run_1/detail.png
Window x 39 to 59, y 5 to 25 um. Cells in grey, sequential cells in the stronger grey; small squares are vias.
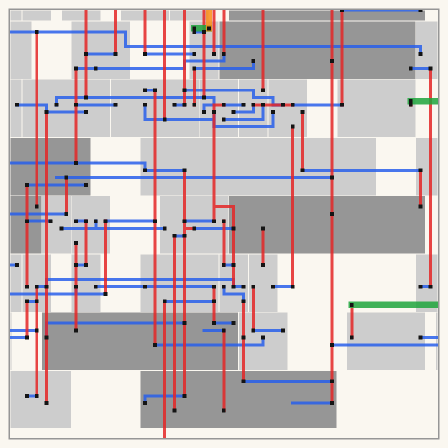
run_1/flops_by_reg.png
Drawn at 8 px/um. Other sequential cells in the stronger grey, the rest of the logic in the fainter grey.
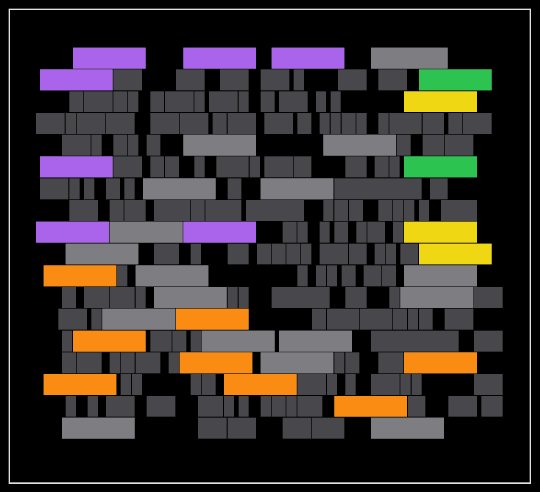
run_1/clk_routes.png
Drawn at 4 px/um.
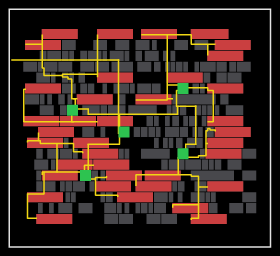
## config.mk

```make
export PLATFORM = sky130hd
export DESIGN_NAME = spi_master_byte
export DESIGN_NICKNAME = d
export VERILOG_FILES = /design/src/rtl/spi_master_byte.sv
export SDC_FILE = /design/constraint.sdc
export NUM_CORES = 1
export LEC_CHECK = 0
export ABC_AREA = 1
export ABC_CLOCK_PERIOD_IN_PS = 4080
export CORE_ASPECT_RATIO = 0.9
export CORE_MARGIN = 3
export CORE_UTILIZATION = 57
export CTS_CLUSTER_DIAMETER = 30
export CTS_CLUSTER_SIZE = 28
export DETAILED_ROUTE_END_ITERATION = 10
export HOLD_SLACK_MARGIN = 0.03
export PLACE_DENSITY = 0.83
export REMOVE_ABC_BUFFERS = 1
export SYNTH_ARGS = -nofsm -noshare
export SYNTH_HDL_FRONTEND = slang
export SYNTH_SLANG_ARGS = --single-unit
```

## constraint.sdc

```tcl
create_clock -name sys_clk -period 4.08 [get_ports sys_clk]
set_clock_uncertainty 0.15 [all_clocks]
set_input_delay 1.02 -clock sys_clk [delete_from_list [all_inputs] [get_ports sys_clk]]
set_output_delay 1.02 -clock sys_clk [all_outputs]
set_load 0.01 [all_outputs]
```

## src/rtl/spi_master_byte.sv

```systemverilog
// rtl/spi_master_byte.sv - SPI mode-0 controller shifting one byte per request, MSB first
module spi_master_byte #(
  parameter int HALF = 4
) (
  input  logic       sys_clk,
  input  logic       sys_reset_n,
  input  logic       start,
  input  logic [7:0] tx_byte,
  input  logic       last,
  output logic       busy,
  output logic       done,
  output logic [7:0] rx_byte,
  output logic       spi_sclk,
  output logic       spi_cs_n,
  output logic       spi_tx,
  input  logic       spi_rx
);

  // Half-period counter just wide enough to reach HALF-1.
  localparam int            CW      = (HALF > 1) ? $clog2(HALF) : 1;
  localparam logic [CW-1:0] HALF_TC = CW'(HALF - 1);

  typedef enum logic [2:0] {
    S_IDLE,
    S_READY,
    S_LOW,
    S_HIGH,
    S_CS_HOLD,
    S_CS_GAP
  } state_t;

  state_t        state;
  state_t        state_next;
  logic [CW-1:0] half_cnt;
  logic [2:0]    bit_cnt;
  logic [6:0]    tx_shift;     // remaining bits after the MSB already on spi_tx
  logic [7:0]    rx_shift;
  logic          last_flag;

  logic half_done;
  logic accept;
  logic do_rise;
  logic do_fall_next;
  logic do_fall_last;
  logic do_cs_up;
  logic do_gap_end;

  assign half_done = (half_cnt == HALF_TC);

  // State register.
  always_ff @(posedge sys_clk or negedge sys_reset_n) begin
    if (!sys_reset_n) begin
      state <= S_IDLE;
    end else begin
      state <= state_next;
    end
  end

  // Next-state decode; each strobe marks the edge on which an output changes.
  always_comb begin
    state_next   = state;
    accept       = 1'b0;
    do_rise      = 1'b0;
    do_fall_next = 1'b0;
    do_fall_last = 1'b0;
    do_cs_up     = 1'b0;
    do_gap_end   = 1'b0;
    case (state)
      S_IDLE, S_READY: begin
        if (start) begin
          accept     = 1'b1;
          state_next = S_LOW;
        end
      end
      S_LOW: begin
        if (half_done) begin
          do_rise    = 1'b1;
          state_next = S_HIGH;
        end
      end
      S_HIGH: begin
        if (half_done) begin
          if (bit_cnt == 3'd7) begin
            do_fall_last = 1'b1;
            state_next   = last_flag ? S_CS_HOLD : S_READY;
          end else begin
            do_fall_next = 1'b1;
            state_next   = S_LOW;
          end
        end
      end
      S_CS_HOLD: begin
        if (half_done) begin
          do_cs_up   = 1'b1;
          state_next = S_CS_GAP;
        end
      end
      S_CS_GAP: begin
        if (half_done) begin
          do_gap_end = 1'b1;
          state_next = S_IDLE;
        end
      end
      default: state_next = S_IDLE;
    endcase
  end

  // Half-period timer: restarts at every phase change and rests at zero between bytes.
  always_ff @(posedge sys_clk or negedge sys_reset_n) begin
    if (!sys_reset_n) begin
      half_cnt <= '0;
    end else if (accept || half_done || state == S_IDLE || state == S_READY) begin
      half_cnt <= '0;
    end else begin
      half_cnt <= half_cnt + CW'(1);
    end
  end

  // Shift registers and bit counter: load on accept, sample on rising sclk, advance on falling sclk.
  always_ff @(posedge sys_clk or negedge sys_reset_n) begin
    if (!sys_reset_n) begin
      tx_shift  <= '0;
      rx_shift  <= '0;
      bit_cnt   <= '0;
      last_flag <= 1'b0;
    end else begin
      if (accept) begin
        tx_shift  <= tx_byte[6:0];
        last_flag <= last;
        bit_cnt   <= '0;
      end
      if (do_rise) begin
        rx_shift <= {rx_shift[6:0], spi_rx};
      end
      if (do_fall_next) begin
        tx_shift <= {tx_shift[5:0], 1'b0};
        bit_cnt  <= bit_cnt + 3'd1;
      end
    end
  end

  // Registered pin and handshake outputs; spi_tx only moves on accept, falling sclk or CS release.
  always_ff @(posedge sys_clk or negedge sys_reset_n) begin
    if (!sys_reset_n) begin
      busy     <= 1'b0;
      done     <= 1'b0;
      rx_byte  <= 8'h00;
      spi_sclk <= 1'b0;
      spi_cs_n <= 1'b1;
      spi_tx   <= 1'b0;
    end else begin
      done <= 1'b0;
      if (accept) begin
        busy     <= 1'b1;
        spi_cs_n <= 1'b0;
        spi_tx   <= tx_byte[7];
      end
      if (do_rise) begin
        spi_sclk <= 1'b1;
      end
      if (do_fall_next) begin
        spi_sclk <= 1'b0;
        spi_tx   <= tx_shift[6];
      end
      if (do_fall_last) begin
        spi_sclk <= 1'b0;
        rx_byte  <= rx_shift;
        done     <= 1'b1;
        if (!last_flag) begin
          busy <= 1'b0;
        end
      end
      if (do_cs_up) begin
        spi_cs_n <= 1'b1;
        spi_tx   <= 1'b0;
      end
      if (do_gap_end) begin
        busy <= 1'b0;
      end
    end
  end

endmodule

```

==> results_slide.txt, run 1 <==
Run Summary

Timing
  • Maximum achievable frequency: 388 MHz
  • Pins Over Slew Limit: 0
  • Worst rel slew slack: 70.2%
  • Final Cycle Share: 63.2%
  • Setup Viol. Count Final: 0
  • Total negative slack for setup checks: 0 ns
  • Actual slew at the worst max-slew pin: 0.446 ns
  • Minimum clock period: 2.58 ns
  • Final Hold Violating Endpoints: 0
  • Unrepaired setup endpoints after global routing: no

Logic synthesis
  • Synthesized cell area: 1780 um^2
  • Most frequent cells after synthesis: sky130_fd_sc_hd__dfrtp_1, sky130_fd_sc_hd__nand2_1, sky130_fd_sc_hd__nand3_1
  • Multiplexer share of the synthesized area: 0%
  • Number of different library cells in the post-synthesis netlist: 23
  • Largest area contributor in the synthesized netlist: sky130_fd_sc_hd__dfrtp_1
  • Cell types occupying the most area after synthesis: sky130_fd_sc_hd__dfrtp_1, sky130_fd_sc_hd__nand2_1, sky130_fd_sc_hd__nand3_2
  • Adder and majority cell fraction of the synthesized area: 2.11%
  • Sequential-to-total area share from yosys stat: 52.0%
  • Yosys aoi share: 8.14%
  • Yosys warning count: 0
  • Number of enable flip-flop cells: 0
  • Synthesized-area fraction occupied by xor and xnor cells: 0%
  • Cell with the most instances after synthesis: sky130_fd_sc_hd__dfrtp_1
  • Share of flip-flops with an asynchronous set or reset after synthesis: 100%
  • Area reported by Yosys stat: 1780 um^2
  • And+or+nand+nor area frac: 31.4%
  • Number of cells produced by synthesis: 178
  • Top logic family: simple AND/OR/NAND/NOR gates
  • Average cell area after synthesis: 10.0 um^2
  • Commonest flop: sky130_fd_sc_hd__dfrtp_1
  • Cell count in the Yosys report: 178
  • Ys flops: 37
  • Dominant cell area share: 50.5%

CTS
  • Latency at later pin: 0.34 ns
  • Post-CTS clock slew at the launch and capture registers of the worst setup and hold paths: 0.10 ns
  • Postcts setup bufs: 0
  • CTS sink count: 37
  • TritonCTS Buffers: 5
  • TritonCTS clock tree: done
  • Resized Gates After CTS: 0
  • Number of buffers between clock root and the deepest sink: 2
  • Hold_buf cts: 0
  • H-tree level count: 2
  • Root buffer selected by CTS: sky130_fd_sc_hd__clkbuf_4

Placed design
  • HPWL after DPL: 2370 um
  • Placed insts: 239
  • Total of buffers placed on input and output ports: 25
  • Final Wtd Congestion: 0.850

Status
  • Run status: complete, no violations

Worst setup path
  • Series of cell instances along the critical path: clkdlybuf4s50_1
  • Biggest fanout along the worst timing path: 2
  • Setup crit end kind: output pin
  • Kind of start point of the critical path: register
  • Crit path largest cell delay: 0.55 ns
  • Arrival time at the worst endpoint: 1.41 ns
  • Crit path kind: reg2out
  • Critical path data required time: 2.91 ns
  • Number of buffer and inverter instances along the worst setup path: 1
  • Cell type group with the largest total delay on the critical path: flip-flops
  • CP max-delay cell: sky130_fd_sc_hd__dfstp_2

Global route
  • GR Util met3: 4.93%
  • GRT Max-Usage Layer: met2
  • Number of global-route vias before repair: 1327
  • Largest net degree at the start of global routing: 38
  • Initial antenna violation count: 0
  • GR met1 Demand/Resource: 23.6%
  • Global router's overall resource usage: 19.5%
  • Global-route met2 utilization: 34.4%
  • First-pass GRT wire length: 5800 um
  • Overall overflow remaining after global route: 0

Final layout
  • ANT cells: 0
  • Total area of sequential cells: 927 um^2
  • Top cells excl fill/tap: sky130_fd_sc_hd__dfrtp_1, sky130_fd_sc_hd__nand2_1, sky130_fd_sc_hd__clkdlybuf4s50_1
  • Fin cells: 247
  • Combinational cell area excluding buffers and inverters: 743 um^2
  • Fraction of layout cells with a size suffix above 1: 22.2%
  • Post-layout nets: 222
  • Area Overhead vs Synth: 19.9%
  • Most frequent logic cell in the layout: sky130_fd_sc_hd__dfrtp_1
  • Fillers: 227

Run
  • Number of max-cap violations: 0
  • Total number of warnings across the stage logs: 25

Floorplanning
  • Standard-cell rows: 18
  • Boundary pin count: 26
  • Core area: 2860 um^2
  • Chip width: 65.0 um
  • Full die area: 3840 um^2
  • FP Util: 62.3%
  • Overall die height: 59.1 um

Drt
  • Drt via density: 5.23
  • Total wire length: 3260 um
  • ANT nets after route: 0
  • Drt first pass iters: 4
  • Wire per inst: 13.2 um
  • Violation tally from detailed-route iteration zero: 88
  • Vias post-DR: 1292
  • DRC errors left: 0

Pwr
  • Pleak: 1.02 nW
  • Max rail drop VDD: 0.318 mV
  • Cell area power density: 554 nW/um^2

Min path
  • Type of the worst min-delay path: reg2reg
-- detail.png (at the start) --
| colour | layer |
|---|---|
| red | metal 2 |
| orange | metal 4 |
| blue | metal 1 |
| green | metal 3 |
cells with their middle in the window: 24
most frequent: nand2_1 (5), dfrtp_1 (4), clkdlybuf4s50_1 (3)
netlist names of flops here include: `rx_byte` (2)
sequential cells in the window: 4

-- flops_by_reg.png (at the start) --
| colour | signal | sequential cells |
|---|---|---|
| orange | `rx_byte` | 8 |
| purple | `tx_shift` | 7 |
| green | `half_cnt` | 2 |
| yellow | `state` | 3 |
core utilization of the finished layout: 74.7%
register fraction of the total cell area: 43.4%

-- clk_routes.png (at the start) --
[green] clock drivers | count: 5
[red] flip-flops | count: 37
[yellow] clock wires | length: 422 um
routed clock nets: 6
part of the power in the clock network: 26.3%
power in the clock group: 0.000311 W

[run 1: flip-flops by register name (all words and copies together) (netlist names), 2 cells and up]
register  cells
half_cnt      2
tx_shift      7
state         3
bit_cnt       3
rx_byte       8
rx_shift      8
[run 1: cell type report]
cell class	instances	share of cell area (%)
tap	40	2.34
clock inverter	3	3.04
sequential	37	43.4
inverter	15	2.63
timing repair buffer	26	12.1
clock buffer	5	1.76
multi-input combinational	121	34.8
[run 1: per-layer routing]
layer / vias to the layer above / part of all wire, % / wire length, um
met5: - / 0 / 0
met4: 0 / 1.4 / 45
met3: 6 / 4.4 / 145
met2: 30 / 50 / 1640
met1: 608 / 44 / 1430
li1: 648 / - / -
[run 1: path summary, 6_finish.rpt]
kind                                   startpoint                      to  slack (ns)  depth (start not counted)
hold reg to reg             half_cnt[0]$_DFF_PN0_   half_cnt[0]$_DFF_PN0_        0.31                          1
max in group asynchronous             sys_reset_n    spi_cs_n$_DFFE_PN1P_        2.51                          2
hold / removal              half_cnt[0]$_DFF_PN0_   half_cnt[0]$_DFF_PN0_        0.31                          1
setup / recovery             spi_cs_n$_DFFE_PN1P_                spi_cs_n        1.50                          1
min in group asynchronous             sys_reset_n  rx_byte[5]$_DFFE_PN0P_        0.93                          2
setup reg to reg           bit_cnt[0]$_DFFE_PN0P_  rx_byte[3]$_DFFE_PN0P_        2.23                          6
[run 1: metrics by stage]
| stage | total power [W] | hold WS (ns) | cell area, um^2 | util (%) | setup slack [ns] |
|---|---|---|---|---|---|
| floorplan | 0.000775 | 0.265 | 1730 | - | 2.37 |
| global placement | 0.000858 | 0.278 | 2030 | 71.1 | 1.80 |
| detailed placement | 0.000882 | 0.306 | 2030 | 71.1 | 1.71 |
| CTS | 0.00119 | 0.322 | 2140 | 74.7 | 1.49 |
| global route | 0.00126 | 0.338 | 2140 | 74.7 | 1.46 |
| finish | 0.00118 | 0.310 | 2140 | 74.7 | 1.50 |
[run 1: power by group]
group          leakage (nW)  total [W]  switching (W)  internal, W
Sequential            0.479   0.000530      0.0000735     0.000456
Clock                0.0552   0.000311       0.000121     0.000190
Combinational         0.489   0.000343       0.000210     0.000133
[run 1: cell families (layout without fill, tap and decap cells)]
family          after synthesis  after routing
compound gates               23             23
simple gates                 95             95
flops                        37             37
buf+inv                      20             49
fa+ha+maj                     3              3
==> run 2: changes to the inputs <==
- ABC_CLOCK_PERIOD_IN_PS: 4080 -> 2300
- CORE_UTILIZATION: 57 -> 48
- PLACE_DENSITY: 0.83 -> 0.75
- clock period: 4.08 -> 2.3 ns (I/O delays scaled with it)
run_2/flops_by_reg.png
Drawn at 6 px/um. Other sequential cells in the stronger grey, the rest of the logic in the fainter grey.
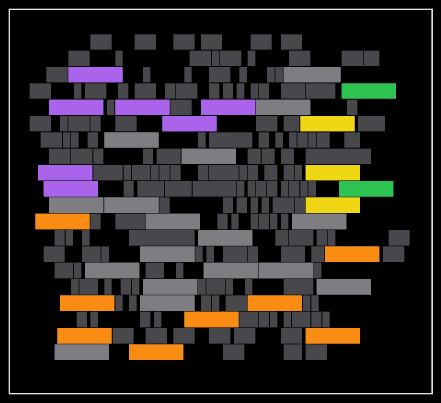
| colour | signal | sequential cells |
|---|---|---|
| green | `half_cnt` | 2 |
| yellow | `state` | 3 |
| purple | `tx_shift` | 7 |
| orange | `rx_byte` | 8 |
register fraction of the total cell area: 42.6%
total area of sequential cells: 927 um^2
sequential group power: 0.000938 W
core utilization of the finished layout: 62.6%

==> results_slide.txt, run 2 <==
Run Summary

Timing
  • Total negative slack for setup checks: 0 ns (unchanged)
  • Smallest setup slack after layout: 0.224 ns (-1.28 ns)
  • Final Hold Violating Endpoints: 0 (unchanged)
  • Setup Viol. Count Final: 0 (unchanged)
  • Worst rel slew slack: 70.0% (-0.24 points)
  • Actual slew at the worst max-slew pin: 0.450 ns (+0.00353 ns)
  • Pins Over Slew Limit: 0 (unchanged)
  • Final Cycle Share: 90.3%
  • Minimum clock period: 2.08 ns
  • Unrepaired setup endpoints after global routing: no

Placed design
  • Worst slack after detailed placement: 0.390 ns (-1.32 ns)
  • Total of buffers placed on input and output ports: 25 (unchanged)
  • Placed insts: 243 (+1.7%)
  • HPWL after DPL: 2350 um (-0.76%)
  • Placed cell areas: 2040 um^2 (+0.25%)
  • Final Wtd Congestion: 0.870 (+2.3%)

CTS
  • Number of buffers between clock root and the deepest sink: 2 (unchanged)
  • Root buffer selected by CTS: sky130_fd_sc_hd__clkbuf_8
  • Post-CTS clock slew at the launch and capture registers of the worst setup and hold paths: 0.07 ns (-0.03 ns)
  • Hold_buf cts: 0 (unchanged)
  • H-tree level count: 2 (unchanged)
  • CTS sink count: 37 (unchanged)
  • Postcts setup bufs: 0 (unchanged)
  • TritonCTS clock tree: done
  • TritonCTS Buffers: 5 (unchanged)
  • Resized Gates After CTS: 0 (unchanged)

Floorplanning
  • Standard-cell rows: 20 (+2)
  • FP Util: 51.3% (-11 points)
  • Core area: 3480 um^2 (+22%)
  • Boundary pin count: 26 (unchanged)
  • Full die area: 4480 um^2 (+17%)
  • Overall die height: 63.8 um (+8.1%)
  • Chip width: 70.2 um (+8.1%)

Drt
  • ANT nets after route: 0 (unchanged)
  • Routed wire length on met3: 145 um (unchanged)
  • Met1 WL: 1420 um (-0.91%)
  • Total met2 wirelength after detailed routing: 1630 um (-0.67%)
  • Violation tally from detailed-route iteration zero: 121 (+38%)
  • Total wire length: 3250 um (-0.46%)
  • Vias post-DR: 1298 (+0.46%)
  • Drt first pass iters: 4 (unchanged)
  • Highest routing layer actually used: met4
  • Wire per inst: 12.9 um (-2.0%)
  • Drt via density: 5.17 (-1.1%)
  • DRC errors left: 0 (unchanged)

Logic synthesis
  • Cell with the most instances after synthesis: sky130_fd_sc_hd__dfrtp_1
  • Share of flip-flops with an asynchronous set or reset after synthesis: 100% (unchanged)
  • Sequential-to-total area share from yosys stat: 52.0% (unchanged)
  • Cell count in the Yosys report: 178 (unchanged)
  • Average cell area after synthesis: 10.0 um^2 (unchanged)
  • Most frequent cells after synthesis: sky130_fd_sc_hd__dfrtp_1, sky130_fd_sc_hd__nand2_1, sky130_fd_sc_hd__nand3_1
  • Cell types occupying the most area after synthesis: sky130_fd_sc_hd__dfrtp_1, sky130_fd_sc_hd__nand2_1, sky130_fd_sc_hd__nand3_2
  • Yosys warning count: 0 (unchanged)
  • Number of enable flip-flop cells: 0 (unchanged)
  • Commonest flop: sky130_fd_sc_hd__dfrtp_1
  • Number of cells produced by synthesis: 178 (unchanged)
  • Synthesized cell area: 1780 um^2 (unchanged)
  • Number of different library cells in the post-synthesis netlist: 23 (unchanged)
  • Ys flops: 37 (unchanged)
  • Largest area contributor in the synthesized netlist: sky130_fd_sc_hd__dfrtp_1

Global route
  • First-pass GRT wire length: 5970 um (+3.0%)
  • Global router's overall resource usage: 16.7% (-2.8 points)
  • Largest net degree at the start of global routing: 38 (unchanged)
  • Number of global-route vias before repair: 1254 (-5.5%)
  • Initial antenna violation count: 0 (unchanged)
  • Overall overflow remaining after global route: 0 (unchanged)

Final layout
  • Most frequent logic cell in the layout: sky130_fd_sc_hd__dfrtp_1
  • Fillers: 293 (+29%)
  • Post-route cell area: 2180 um^2 (+1.9%)
  • Fin cells: 251 (+1.6%)
  • Registers with the most flip-flops: rx_byte: 8 flops, rx_shift: 8 flops, tx_shift: 7 flops
  • ANT cells: 0 (unchanged)
  • Top cells excl fill/tap: sky130_fd_sc_hd__dfrtp_1, sky130_fd_sc_hd__nand2_1, sky130_fd_sc_hd__clkdlybuf4s50_1
  • Area Overhead vs Synth: 22.1%
  • Fraction of layout cells with a size suffix above 1: 22.2% (unchanged)
  • Post-layout nets: 222 (unchanged)

Min path
  • Type of the worst min-delay path: reg2reg

Worst setup path
  • Cell type group with the largest total delay on the critical path: flip-flops
  • Critical path data required time: 1.57 ns (-1.34 ns)
  • CP max-delay cell: sky130_fd_sc_hd__dfstp_2
  • Biggest fanout along the worst timing path: 2 (unchanged)
  • Series of cell instances along the critical path: clkdlybuf4s50_1
  • Setup crit end kind: output pin
  • Number of buffer and inverter instances along the worst setup path: 1 (unchanged)
  • Arrival time at the worst endpoint: 1.35 ns (-0.06 ns)
  • Crit path largest cell delay: 0.53 ns (-0.02 ns)

Pwr
  • Pleak: 1.04 nW (+1.3%)
  • Max rail drop VDD: 0.696 mV (+120%)
  • Cell area power density: 1020 nW/um^2 (+85%)

Run
  • Number of max-cap violations: 0 (unchanged)
  • Total number of warnings across the stage logs: 25 (unchanged)

Status
  • Run status: complete, no violations
## run 2: layout make-up
cell class                      count  area [um^2]  share of cell area, %
Sequential cell                    37          927                   42.6
Multi-Input combinational cell    121          743                   34.1
Timing Repair Buffer               26          258                   11.8
Clock buffer                        5         68.8                   3.16
Clock inverter                      3         68.8                   3.16
Inverter                           15         56.3                   2.59
Tap cell                           44         55.1                   2.53
## run 2: worst paths after layout
path / startpoint / endpoint / slack, ns / depth (start not counted)
worst min-delay path: half_cnt[0]$_DFF_PN0_ / half_cnt[0]$_DFF_PN0_ / 0.29 / 1
worst max-delay path: spi_cs_n$_DFFE_PN1P_ / spi_cs_n / 0.22 / 1
worst max register to register: bit_cnt[0]$_DFFE_PN0P_ / rx_byte[0]$_DFFE_PN0P_ / 0.48 / 6
min in group asynchronous: sys_reset_n / tx_shift[5]$_DFFE_PN0P_ / 0.53 / 2
worst min register to register: half_cnt[0]$_DFF_PN0_ / half_cnt[0]$_DFF_PN0_ / 0.29 / 1
max in group asynchronous: sys_reset_n / spi_cs_n$_DFFE_PN1P_ / 1.12 / 2
## run 2: metal layers
metal,vias up,global-route usage (%)
met5,-,0
met4,0,5.74
met3,7,4.72
met2,27,27.7
met1,618,21.0
li1,646,-
## run 2: kinds of logic (layout without fill, tap and decap cells)
group | count (synthesis) | count (layout) | share of synthesized area (%)
adder cells (fa/ha/maj) | 3 | 3 | 2.11
AND/OR/NAND/NOR | 95 | 95 | 31.4
flip-flops | 37 | 37 | 52.0
buffers and inverters | 20 | 49 | 6.32
AND-OR/OR-AND | 23 | 23 | 8.14
## run 2: metrics by stage
step	hold WS, ns	total power, W
6_report	0.292	0.00223
5_1_grt	0.326	0.00238
4_1_cts	0.298	0.00224
3_5_place_dp	0.290	0.00156
3_3_place_gp	0.277	0.00152
2_1_floorplan	0.129	0.00137
## run 2: where the power goes
part           switching, W  leakage, nW  internal, W
Combinational      0.000374        0.489     0.000234
Sequential         0.000127        0.479     0.000811
Clock              0.000245       0.0687     0.000437
Total              0.000746         1.04      0.00148
No activity file was given, so power comes from the tool's default toggle rates.
